--- src/rtl/filter_pkg.sv ---
// Shared definitions for the UART sample filter: pairing FSM encoding and
// default configuration values.
package filter_pkg;

    typedef enum logic {
        WAIT_LOW  = 1'b0,
        WAIT_HIGH = 1'b1
    } pairState_e;

    localparam int TIMEOUT_CLKS_DEFAULT = 56260;
    localparam int LOG2_TAPS_DEFAULT    = 2;

endpackage

--- src/rtl/sample_avg.sv ---
// Moving average over the last 2**LOG2_TAPS raw samples, kept as a running sum
// over a circular delay line; the result is registered one cycle after i_valid.
module sample_avg
    import filter_pkg::*;
#(
    parameter int LOG2_TAPS = LOG2_TAPS_DEFAULT
) (
    input  logic        clock,
    input  logic        reset,
    input  logic        i_valid,
    input  logic [15:0] i_sample,
    output logic [15:0] o_avg,
    output logic        o_avg_valid
);

    localparam int TAPS = 1 << LOG2_TAPS;
    localparam int SW   = 16 + LOG2_TAPS;
    localparam logic [LOG2_TAPS:0] FULL = (LOG2_TAPS + 1)'(TAPS);

    logic [15:0]          line_q [TAPS];
    logic [LOG2_TAPS-1:0] ptr_q;
    logic [LOG2_TAPS:0]   fill_q;
    logic [SW-1:0]        sum_q;
    logic [SW-1:0]        sum_d;
    logic [SW-1:0]        newExt;
    logic [SW-1:0]        oldest;
    logic [15:0]          avg_q;
    logic                 valid_q;

    // Slots not yet written since reset contribute zero to the sum.
    always_comb begin
        newExt = {{LOG2_TAPS{i_sample[15]}}, i_sample};
        oldest = '0;
        if (fill_q == FULL) begin
            oldest = {{LOG2_TAPS{line_q[ptr_q][15]}}, line_q[ptr_q]};
        end
        sum_d = sum_q + newExt - oldest;
    end

    always_ff @(posedge clock) begin
        if (reset) begin
            for (int i = 0; i < TAPS; i++) begin
                line_q[i] <= '0;
            end
            ptr_q   <= '0;
            fill_q  <= '0;
            sum_q   <= '0;
            avg_q   <= '0;
            valid_q <= 1'b0;
        end else begin
            valid_q <= i_valid;
            if (i_valid) begin
                line_q[ptr_q] <= i_sample;
                ptr_q         <= ptr_q + 1'b1;
                sum_q         <= sum_d;
                // Dropping the low bits of the signed sum floors toward -inf.
                avg_q         <= sum_d[SW-1:LOG2_TAPS];
                if (fill_q != FULL) begin
                    fill_q <= fill_q + 1'b1;
                end
            end
        end
    end

    assign o_avg       = avg_q;
    assign o_avg_valid = valid_q;

endmodule

--- src/rtl/rx_sample_filter.sv ---
// Pairs UART bytes little-endian into signed 16-bit samples and smooths them.
// Define RX_FILTER_TIMEOUT_EN to drop a stale low byte after TIMEOUT_CLKS idle clocks.
module rx_sample_filter
    import filter_pkg::*;
#(
    parameter int TIMEOUT_CLKS = TIMEOUT_CLKS_DEFAULT,
    parameter int LOG2_TAPS    = LOG2_TAPS_DEFAULT
) (
    input  logic        clock,
    input  logic        reset,
    input  logic [7:0]  i_data_byte,
    input  logic        i_data_avail,
    output logic [15:0] o_sample,
    output logic        o_sample_valid,
    output logic        o_resync
);

    pairState_e  state_q, state_d;
    logic [7:0]  lowByte_q, lowByte_d;
    logic        sampleStrobe;
    logic [15:0] rawSample;

`ifdef RX_FILTER_TIMEOUT_EN
    localparam int CNT_W = (TIMEOUT_CLKS > 1) ? $clog2(TIMEOUT_CLKS) : 1;
    localparam logic [CNT_W-1:0] CNT_LAST = CNT_W'(TIMEOUT_CLKS - 1);

    logic [CNT_W-1:0] count_q, count_d;
    logic             resync_q, resync_d;
`endif

    // A strobe always wins over a coincident timeout in WAIT_HIGH.
    always_comb begin
        state_d   = state_q;
        lowByte_d = lowByte_q;
`ifdef RX_FILTER_TIMEOUT_EN
        count_d   = count_q;
        resync_d  = 1'b0;
`endif
        case (state_q)
            WAIT_LOW: begin
                if (i_data_avail) begin
                    lowByte_d = i_data_byte;
                    state_d   = WAIT_HIGH;
`ifdef RX_FILTER_TIMEOUT_EN
                    count_d   = '0;
`endif
                end
            end
            WAIT_HIGH: begin
                if (i_data_avail) begin
                    state_d = WAIT_LOW;
`ifdef RX_FILTER_TIMEOUT_EN
                    count_d = '0;
                end else if (count_q == CNT_LAST) begin
                    state_d   = WAIT_LOW;
                    lowByte_d = '0;
                    count_d   = '0;
                    resync_d  = 1'b1;
                end else begin
                    count_d = count_q + 1'b1;
`endif
                end
            end
            default: state_d = WAIT_LOW;
        endcase
    end

    always_ff @(posedge clock) begin
        if (reset) begin
            state_q   <= WAIT_LOW;
            lowByte_q <= '0;
`ifdef RX_FILTER_TIMEOUT_EN
            count_q   <= '0;
            resync_q  <= 1'b0;
`endif
        end else begin
            state_q   <= state_d;
            lowByte_q <= lowByte_d;
`ifdef RX_FILTER_TIMEOUT_EN
            count_q   <= count_d;
            resync_q  <= resync_d;
`endif
        end
    end

    assign sampleStrobe = (state_q == WAIT_HIGH) && i_data_avail;
    assign rawSample    = {i_data_byte, lowByte_q};

`ifdef RX_FILTER_TIMEOUT_EN
    assign o_resync = resync_q;
`else
    assign o_resync = 1'b0;
`endif

    sample_avg #(
        .LOG2_TAPS(LOG2_TAPS)
    ) u_avg (
        .clock      (clock),
        .reset      (reset),
        .i_valid    (sampleStrobe),
        .i_sample   (rawSample),
        .o_avg      (o_sample),
        .o_avg_valid(o_sample_valid)
    );

endmodule
--- config.mk ---
export PLATFORM = sky130hd
export DESIGN_NAME = rx_sample_filter
export DESIGN_NICKNAME = d
export VERILOG_FILES = /design/src/rtl/filter_pkg.sv /design/src/rtl/sample_avg.sv /design/src/rtl/rx_sample_filter.sv
export SDC_FILE = /design/constraint.sdc
export NUM_CORES = 1
export LEC_CHECK = 0
export CAP_MARGIN = 30
export CORE_MARGIN = 10
export CORE_UTILIZATION = 50
export DETAILED_ROUTE_END_ITERATION = 6
export GPL_TIMING_DRIVEN = 0
export PLACE_DENSITY = 0.68
export SYNTH_ARGS = -nofsm -noshare
export SYNTH_HDL_FRONTEND = slang
export SYNTH_HIERARCHICAL = 1
export SYNTH_SLANG_ARGS = --single-unit
export TNS_END_PERCENT = 30
--- constraint.sdc ---
create_clock -name clock -period 4.3 [get_ports clock]
set_input_delay 0.86 -clock clock [delete_from_list [all_inputs] [get_ports clock]]
set_output_delay 0.86 -clock clock [all_outputs]
set_load 0.01 [all_outputs]
Fig. 1: run 1, zoomed window
Bar = 10 microns. Window x 51 to 76, y 26 to 51 microns. Cells in gray, sequential cells in the stronger gray; small squares are vias.
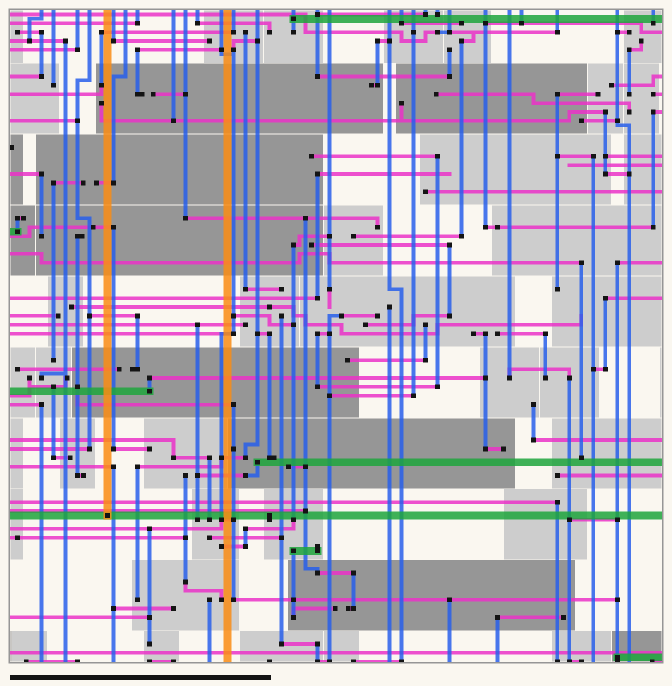
- blue: M2
- green: M3
- magenta: M1
- orange: M4
- most frequent: edfxtp_1 (6), nor2b_1 (4)
- cells with their middle in the window: 32
- sequential cells in the window: 7
- netlist names of flops here include: u_avg/line_q (6), u_avg/sum_q (1)

Fig. 2: run 1, wiring heat map
26 x 26 tiles, from black (low) to pale yellow (high), scaled to the fullest tile. Values are wire area over tile area, all layers added.
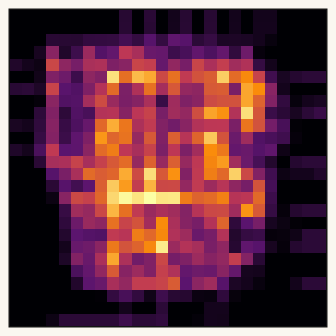
- mean over tiles: 0.13
- nearly empty tiles: 29%
- tiles over half the peak: 20%
- emptiest ninth of the die: lower right
- fullest tile: 0.51
per-cell routed wire length: 18.4 microns
routed vias: 4078
routed wire length: 13.6 mm
Total GRT Usage: 17.1%

Fig. 3: run 1, placed standard cells
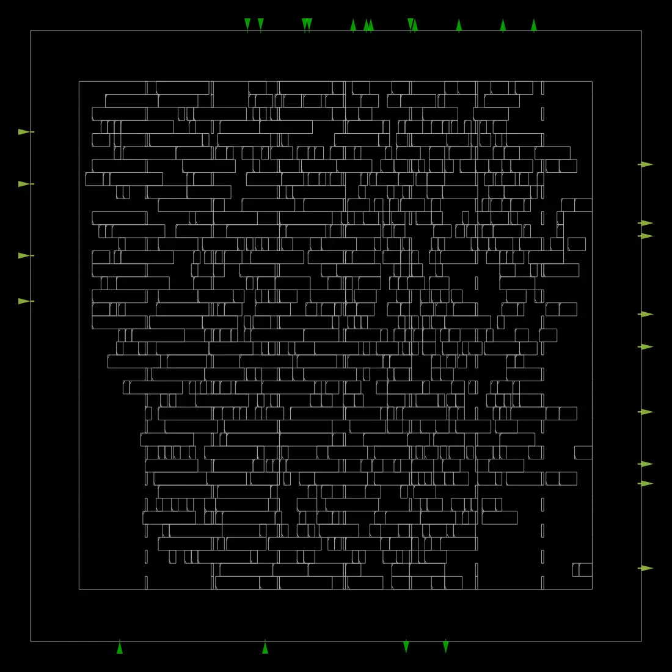
Filler Cell Count: 983
final cell count without fillers: 740
tapcells inserted: 143
floorplan core area: 11400 sq um
sequential cell area share: 39.9%

==> results.tsv, run 1 <==
metric	value	unit
maximum number of buffers from clock root to sink	2	
Gate Count Post-Synth	553	
Tool Warnings	29	
distinct cell type count after synthesis	67	
total negative setup slack	0	ns
post-synthesis share of cell area spent on and, or, nand and nor gates	14.2	%
number of multi-input logic gates	319	
Layout non-clock buf frac	8.61	%
Crit path largest cell delay	0.54	ns
maximum resistive drop on vdd	0.173	mV
hold slack final	0.481	ns
Chip Width	128	microns
final setup margin	0.263	ns
fraction of the cycle the final worst path needs	93.9	%
number of synthesized flops with an enable pin	64	
Mean Syn Cell Area	10.5	sq um
proportion of synthesized flip-flops having asynchronous set or reset	0	%
library cell with the highest instance count after synthesis	inv_1	
Worst setup endpoint	u_avg/sum_q[17]	
netlist area before placement	5790	sq um
highest-count logic cell in the final layout	inv_1	
xor and xnor area share after synthesis	1.51	%
hold-fix buffers at CTS	0	
area growth from synthesis to final layout	13.6	%
Final Instance Area	6570	sq um
Clock buf/inv share	4.53	%
commonest cells after routing, fill and taps aside	inv_1, edfxtp_1, nor2_1, nand2_1, dfxtp_1	
number of antenna violations at the first check in global routing	0	
largest net degree at the start of global routing	18	
H-Tree Level Count	3	
status	completed	
Required @ worst endpoint	4.53	ns
depth of the critical timing path with buffers and inverters included	13	
-- run 1: routing by layer --
metal	GRT usage (%)	wire, microns
met5	0	0
met4	6.75	262
met3	2.11	611
met2	28.7	6740
met1	21.9	6010
-- run 1: per-stage QoR --
step / total power, mW / std cells
2_1_floorplan: 1.60 / 553
3_3_place_gp: 1.76 / 723
4_1_cts: 2.60 / 741
6_report: 2.59 / 740
3_5_place_dp: 1.78 / 725
5_1_grt: 2.72 / 740
-- run 1: power breakdown --
part	leakage, nW	switching (mW)	internal, mW
Clock	0.144	0.366	0.455
Combinational	1.58	0.382	0.298
Sequential	0.948	0.0277	1.06
-- run 1: tightest hold or removal path: stages (launching register included) --
cell      delay [ns]
dfxtp_1         0.31
nor2_1          0.08
a211oi_1        0.04
Fig. 4: run 1, selected gate families
Bar = 50 microns.
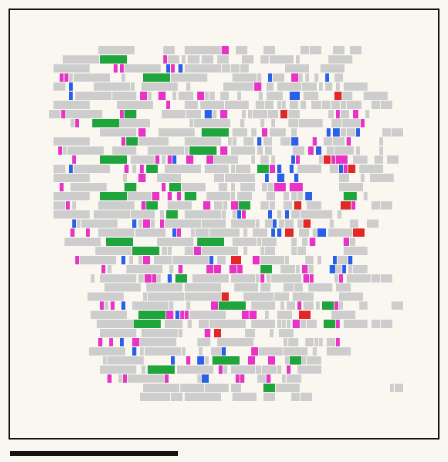

==> inputs of run 2 (changes only) <==
--- a/config.mk
+++ b/config.mk
@@ -6,6 +6,7 @@
 export NUM_CORES = 1
 export LEC_CHECK = 0
 export CAP_MARGIN = 30
+export CORE_ASPECT_RATIO = 0.7
 export CORE_MARGIN = 10
 export CORE_UTILIZATION = 50
 export DETAILED_ROUTE_END_ITERATION = 6
Fig. 5: run 2, selected gate families
Bar = 50 microns.
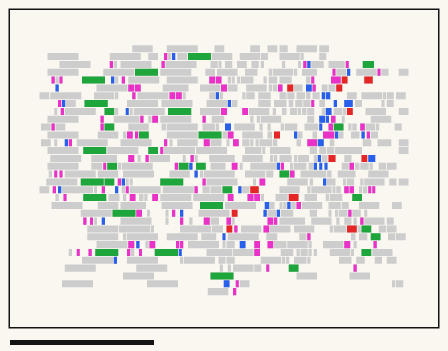
- blue: nand cells (cells 49)
- magenta: nor cells (cells 107)
- green: mux cells (cells 32)
- red: and/or cells (cells 13)
logic share of the area: 38.8%
highest-count logic cell in the final layout: inv_1
final cell count without fillers: 750

Fig. 6: run 2, wiring heat map
30 x 22 tiles, from black (low) to pale yellow (high), scaled to the fullest tile. Values are wire area over tile area, all layers added.
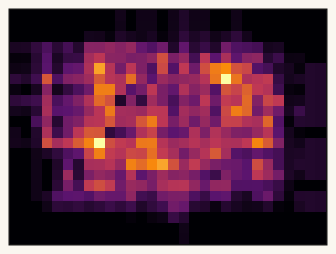
- fullest tile: 0.63
- nearly empty tiles: 28%
- mean over tiles: 0.14
- tiles over half the peak: 11%
- densest ninth of the die: center

==> results.tsv, run 2 <==
metric	value	unit	change
portion of total power attributed to sequential cells	41.2	%	was 42.1%
maximum resistive drop on vdd	0.258	mV	was 0.173 mV
Mean Syn Cell Area	10.5	sq um	unchanged
clock power share	32.5	%	was 31.7%
Chip Width	149	microns	was 128 microns
Layout non-clock buf frac	8.65	%	was 8.61%
Final Instance Area	6610	sq um	was 6570 sq um
met2 WL post-DR	6.07	mm	was 6.74 mm
number of multi-input logic gates	319		unchanged
maximum number of buffers from clock root to sink	2		unchanged
status	completed		unchanged
Filler Cell Count	942		was 983
library cell with the highest instance count after synthesis	inv_1		unchanged
total negative setup slack	0	ns	unchanged
total power consumption of the routed design	2.64	mW	was 2.59 mW
top layer used by detailed routing	met4		unchanged
proportion of synthesized flip-flops having asynchronous set or reset	0	%	unchanged
xor and xnor area share after synthesis	1.51	%	unchanged
area growth from synthesis to final layout	14.2	%	was 13.6%
Gate Count Post-Synth	553		unchanged
netlist area before placement	5790	sq um	unchanged
Crit path largest cell delay	0.63	ns	was 0.54 ns
cell total after placement	735		was 725
commonest cells after routing, fill and taps aside	inv_1, edfxtp_1, nor2_1, nand2_1, dfxtp_1		unchanged
per-cell routed wire length	18.4	microns	about the same
Clock net power	859	uW	was 821 uW
met3 layer wire length in the routed design	1.01	mm	was 611 microns
Worst setup endpoint	u_avg/sum_q[17]		unchanged
length of routed wiring on met1	6.58	mm	was 6.01 mm
floorplan core area	11200	sq um	was 11400 sq um
Clock buf/inv share	4.81	%	was 4.53%
H-Tree Level Count	3		unchanged
sequential cell area share	39.7	%	was 39.9%
met2 Use GR	27.1	%	was 28.7%
distinct cell type count after synthesis	67		unchanged
top contributor to total power	registers		unchanged
Net Switching	813	uW	was 776 uW
reported combinational group power	694	uW	was 680 uW
routed vias	4085		was 4078
share of power burned in combinational logic	26.3	%	was 26.2%
final setup margin	0.220	ns	was 0.263 ns
Pint	1.83	mW	was 1.82 mW
M1 GR Usage	24.1	%	was 21.9%
number of antenna violations at the first check in global routing	0		unchanged
I/O pin count	29		unchanged
largest net degree at the start of global routing	20		was 18
depth of the critical timing path with buffers and inverters included	12		was 13
## run 2: cell count changes in the layout (fill, tap and decap cells not counted)
cell | before | now
clkinv_1 | 2 | 1
clkinv_8 | 0 | 1
buf_2 | 3 | 2
inv_6 | 3 | 0
inv_8 | 0 | 3
buf_4 | 19 | 18
buf_6 | 1 | 2
clkbuf_4 | 0 | 1
## run 2: worst register-to-register path: stages, from the launching register on
cell,delay [ns]
dfxtp_1,0.63
clkbuf_2,0.40
mux4_2,0.40
nor2b_1,0.17
fa_1,0.49
inv_1,0.04
ha_1,0.38
a21oi_1,0.20
o21a_1,0.26
nand2b_1,0.19
a211oi_1,0.10
o41ai_2,0.37
mux2_1,0.35
## run 2: repair_timing
action                     CTS  global route
hold buffers                 0             0
setup endpoints to repair    2             3
gates resized                1             4
pin swaps                    0             0
Fig. 7: run 2, zoomed window
Bar = 10 microns. Window x 62 to 87, y 21 to 46 microns. Cells in gray, sequential cells in the stronger gray; small squares are vias.
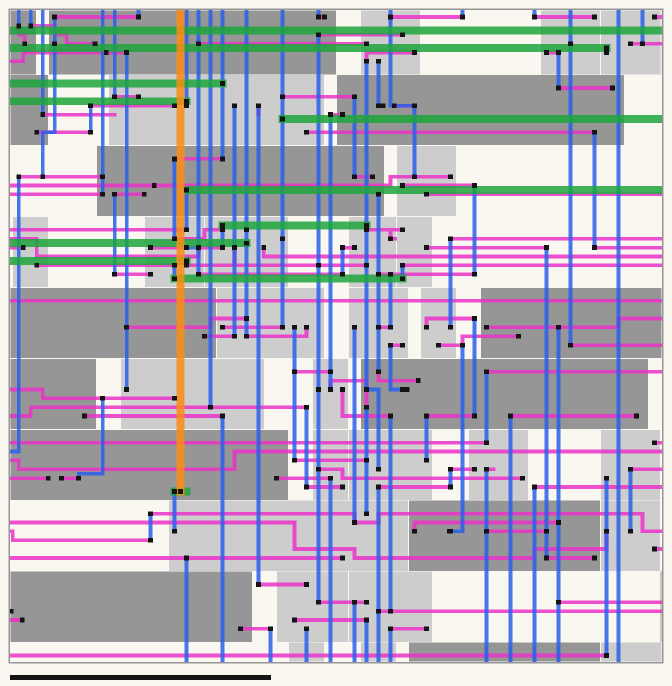

==> inputs of run 3 (changes only) <==
--- a/config.mk
+++ b/config.mk
@@ -12,6 +12,7 @@
 export DETAILED_ROUTE_END_ITERATION = 6
 export GPL_TIMING_DRIVEN = 0
 export PLACE_DENSITY = 0.68
+export REMOVE_ABC_BUFFERS = 1
 export SYNTH_ARGS = -nofsm -noshare
 export SYNTH_HDL_FRONTEND = slang
 export SYNTH_HIERARCHICAL = 1
Fig. 8: run 3, zoomed window
Bar = 10 microns. Window x 62 to 87, y 21 to 46 microns. Cells in gray, sequential cells in the stronger gray; small squares are vias.
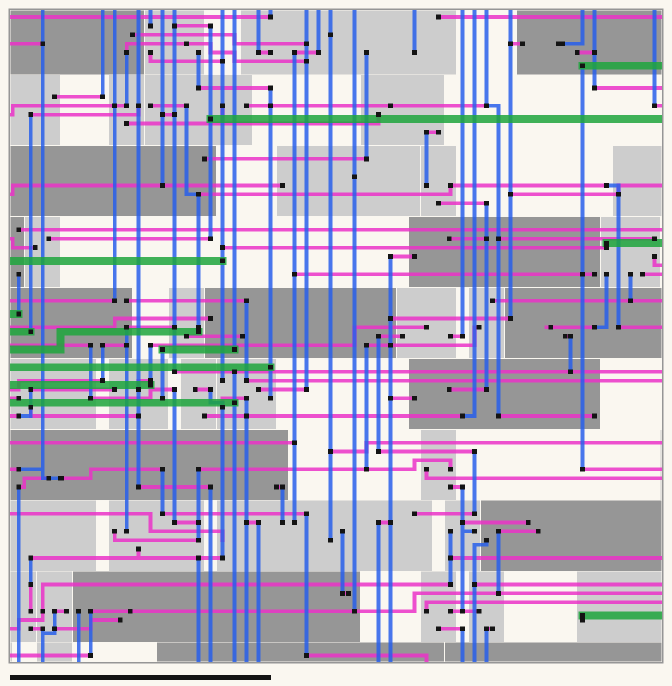

Fig. 9: run 3, placed standard cells
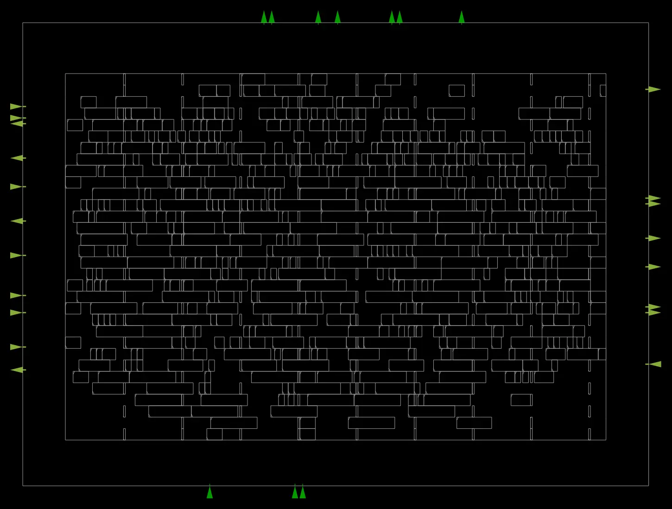
sequential cell area share: 41.1%
num sequential: 99
tapcells inserted: 153

==> results.tsv, run 3 <==
metric	value	unit	change
H-Tree Level Count	3		unchanged
floorplan core area	11200	sq um	unchanged
post-synthesis share of cell area spent on and, or, nand and nor gates	14.2	%	unchanged
portion of total power attributed to sequential cells	41.9	%	was 41.2%
number of antenna violations at the first check in global routing	0		unchanged
Chip Width	149	microns	unchanged
clock power share	33.6	%	was 32.5%
reported combinational group power	645	uW	was 694 uW
Filler Cell Count	927		was 942
area growth from synthesis to final layout	10.3	%	was 14.2%
top contributor to total power	registers		unchanged
proportion of synthesized flip-flops having asynchronous set or reset	0	%	unchanged
met2 Use GR	26.1	%	was 27.1%
per-cell routed wire length	18.1	microns	was 18.4 microns
top layer used by detailed routing	met4		unchanged
status	completed		unchanged
fraction of the cycle the final worst path needs	95.9	%	was 94.9%
netlist area before placement	5790	sq um	unchanged
Total GRT Usage	16.3	%	was 17.5%
Layout non-clock buf frac	5.29	%	was 8.65%
met2 WL post-DR	5.84	mm	was 6.07 mm
post-CTS sizing	0		was 1
power consumed by sequential cells	1.10	mW	was 1.09 mW
total negative setup slack	0	ns	unchanged
xor and xnor area share after synthesis	1.51	%	unchanged
-- run 3: worst max-delay path: stages (launching register included) --
cell	delay, ns
dfxtp_1	0.91
mux4_2	0.41
nor2b_1	0.15
fa_1	0.51
inv_1	0.04
ha_1	0.36
a21o_1	0.23
a21oi_1	0.27
a211oi_1	0.17
nor3_2	0.44
a211oi_1	0.17
a2111oi_2	0.36
-- run 3: metrics by stage --
step / setup slack [ns] / instance area (sq um) / utilization, %
floorplan: 0.330 / 5520 / -
global placement: -0.737 / 5980 / 53.6
detailed placement: 0.221 / 6060 / 54.2
CTS: 0.216 / 6380 / 57.1
global route: 0.0163 / 6380 / 57.1
finish: 0.177 / 6380 / 57.1
Power is estimated from default activity; no workload was simulated.
